cell_classes.png
Drawn at 1 px/µm. Fill, decap, tap and diode cells in gray.
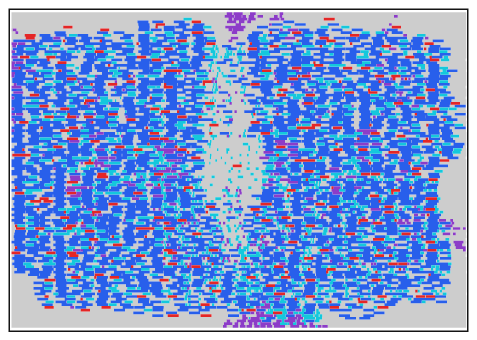
final_congestion.png
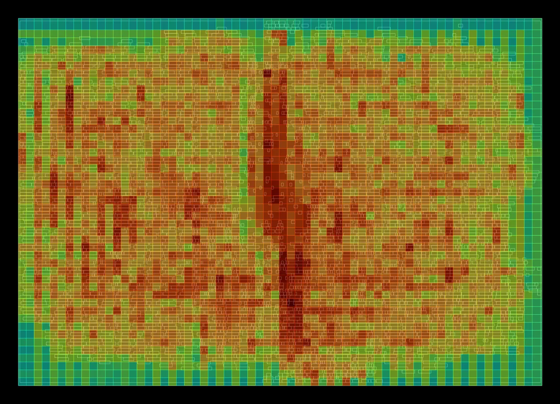
met3.png
Drawn at 1 px/µm.
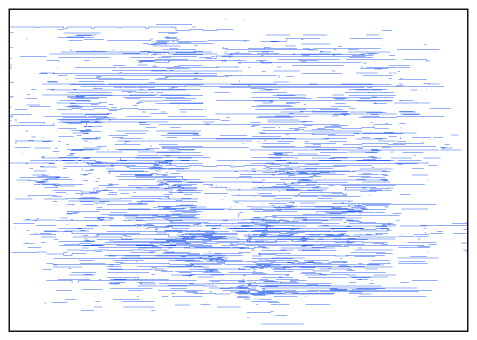
==> config.mk <==
export PLATFORM = sky130hd
export DESIGN_NAME = fifo_pack
export DESIGN_NICKNAME = d
export VERILOG_FILES = /design/src/rtl/fifo_pkg.sv /design/src/rtl/ram.sv /design/src/rtl/fifo_pack.sv
export SDC_FILE = /design/constraint.sdc
export NUM_CORES = 2
export LEC_CHECK = 0
export CAP_MARGIN = 40
export CORE_ASPECT_RATIO = 0.7
export CORE_UTILIZATION = 56
export DETAILED_ROUTE_END_ITERATION = 10
export GPL_TIMING_DRIVEN = 0
export PLACE_DENSITY = 0.75
export SLEW_MARGIN = 20
export SYNTH_ARGS = -nofsm -noshare
export SYNTH_HDL_FRONTEND = slang
export SYNTH_HIERARCHICAL = 1
export SYNTH_SLANG_ARGS = --single-unit
==> constraint.sdc <==
create_clock -name clk -period 3.95 [get_ports clk]
set_input_delay 0.395 -clock clk [delete_from_list [all_inputs] [get_ports clk]]
set_output_delay 0.395 -clock clk [all_outputs]
set_load 0.1 [all_outputs]
==> Slide: Implementation Results <==
Key Metrics from the Run

Status
  – Status: finished with violations
  – Failing checks: negative setup slack

Cells and area
  – Largest register FFs: 2048
  – Final #Nets: 4444

Yosys
  – Ys flop type: edfxtp_1
  – XOR Share, Synth: 0.130%
  – Adder share: 0.148%
  – Post-synthesis simple-gate area fraction: 2.98%
  – Synthesized net count: 3996
  – Syn avg cell area: 20.5 µm²
  – Ys cells: roughly 4000
  – EDFF count, synth: 2048
  – Top cells by count: edfxtp_1, mux4_2, mux2i_1, nor2_1, nor2b_1
  – Max-area cell share: about three quarters
  – Yosys Warn Count: 6
  – Cells after synthesis: 3951
  – Top logic family: multiplexers

Place
  – Port bufs: 79

Critical path
  – Crit end category: flip-flop
  – CP Depth: 9
  – Worst setup path class: flip-flop to flip-flop
  – Worst Reg-to-Reg Cells: 9
  – Buffers plus inverters on the worst setup path: 3
  – Crit path DRT: 4.50 ns
  – Critical path cell sequence: buf_4 -> buf_6 -> nand4b_1 -> buf_2 -> o22ai_1 -> nor4_1 -> nand2_1 -> o32ai_2 -> o221ai_1

Detailed routing
  – DR pass1 iterations: 5

STA
  – Setup violators final: 4
  – Period Utilization, post-route: 105%
  – Clock skew: ~0.031 ns
  – Worst Slack Setup Final: -0.212 ns

Global route
  – Total gr overflow: 0
  – Antenna violations before repair: 8
  – Vias in the first global route: 41171

Power
  – Combinational share of power: 34.3%
  – Cell Int Power: 43.7 mW
  – Power per cell area: 710 nW/µm²

Floorplanning
  – Die y size: 321 µm
  – Cell Rows: ~120
Notes on cell_classes.png above:
- red: clock drivers and dummy loads (cells 340; share of their area 6.4%)
- cyan: all other logic (cells 1629; share of their area 20%)
- blue: flip-flops (cells 2100; share of their area 68%)
- purple: other buffers and delay cells (cells 482; share of their area 5.6%)
fin area: 94100 µm²
Layout Utilization: 65.6%
Core ar.: 143000 µm²

Notes on final_congestion.png above:
grt peak-use layer: met1
GRT met2 Usage: 41.9%
GRT Resource Usage Total: 30.8%
Routed wire per std cell: 34.7 µm
global routing usage on met3: 9.95%

Notes on met3.png above:
- main direction: horizontal
- longest straight run: 198 µm
via count: 42956
Total Wirelength: 224000 µm

[repair_timing]
| action | in CTS | in global routing |
|---|---|---|
| hold buffers | 18 | 0 |
| pin swaps | 0 | 1 |
| endpoints found under the hold margin | 280 | 0 |
| resized | 23 | 14 |
| setup endpoints to repair | 18 | 16 |
| buffers inserted | 0 | 2 |
[cells by family after synthesis]
| group | after synthesis |
|---|---|
| AND/OR/NAND/NOR | 487 |
| buffers and inverters | 231 |
| multiplexers | 774 |
| AND-OR/OR-AND | 338 |
| adder cells (fa/ha/maj) | 9 |
| XOR/XNOR | 12 |
| flip-flops | 2100 |
[cell type report]
cell class / instances / area (µm²) / share of cell area, %
multi-input cells: 1620 / 17900 / 19.0
well taps: 1888 / 2360 / 2.51
inverters: 9 / 33.8 / 0.0359
plain buffers: 222 / 1150 / 1.23
flip-flops and latches: 2100 / 62800 / 66.7
repair buffers: 260 / 3990 / 4.24
diodes: 10 / 25.0 / 0.0266
clock inverters: 92 / 795 / 0.844
clock buffers: 248 / 5080 / 5.40
[cell usage in the layout (no fill, tap or decap), types with 8 or more instances in the layout]
master / synthesis / routed
a211oi_1: 64 / 64
ha_1: 8 / 8
mux4_2: 353 / 353
nand3_1: 9 / 9
nor4_1: 62 / 50
a21oi_1: 98 / 98
nor4_2: 0 / 11
clkbuf_16: 0 / 195
mux2i_1: 323 / 321
o32ai_1: 31 / 20
buf_4: 17 / 54
edfxtp_1: 2048 / 2048
dlygate4sd3_1: 0 / 18
buf_8: 0 / 56
mux2_2: 97 / 97
dfrtp_1: 52 / 52
buf_16: 0 / 46
clkbuf_2: 1 / 11
clkinv_2: 0 / 24
buf_1: 12 / 12
buf_6: 18 / 22
bufinv_16: 0 / 13
inv_1: 9 / 9
diode_2: 0 / 10
xnor2_1: 8 / 8
nor2b_1: 100 / 100
nor2_4: 0 / 62
buf_2: 82 / 89
nand2_1: 45 / 45
clkbuf_1: 92 / 137
o221ai_1: 33 / 32
clkdlybuf4s50_1: 0 / 46
clkinv_1: 0 / 42
buf_12: 0 / 44
o32ai_2: 0 / 11
nor2_1: 228 / 166
o22ai_1: 97 / 97
[per-stage QoR]
| step | power (mW) | setup TNS, ns | util (%) | instances |
|---|---|---|---|---|
| 6_report | 66.8 | -0.453 | 65.6 | 6449 |
| 5_1_grt | 68.4 | -0.0842 | 65.6 | 6439 |
| 4_1_cts | 66.3 | -0.0276 | 65.5 | 6430 |
| 3_5_place_dp | 48.5 | -9.12 | 61.2 | 6072 |
| 3_3_place_gp | 47.1 | -3077.68 | 58.8 | 5918 |
| 2_1_floorplan | 39.2 | -2.93 | - | 3951 |
[metal layers]
metal | routed length (µm) | global-route usage, %
met5 | 46 | 0
met4 | 6410 | 8.90
met3 | 34400 | 9.95
met2 | 93500 | 41.9
met1 | 89200 | 47.6
[power groups by stage]
stage               clock, mW  sequential (mW)  combinational, mW
floorplan                   0             27.5               11.8
global placement            0             26.6               20.4
detailed placement          0             26.5               21.9
CTS                      18.0             26.1               22.3
global route             18.7             26.1               23.6
finish                   17.8             26.1               22.9
Power is estimated from default activity; no workload was simulated.
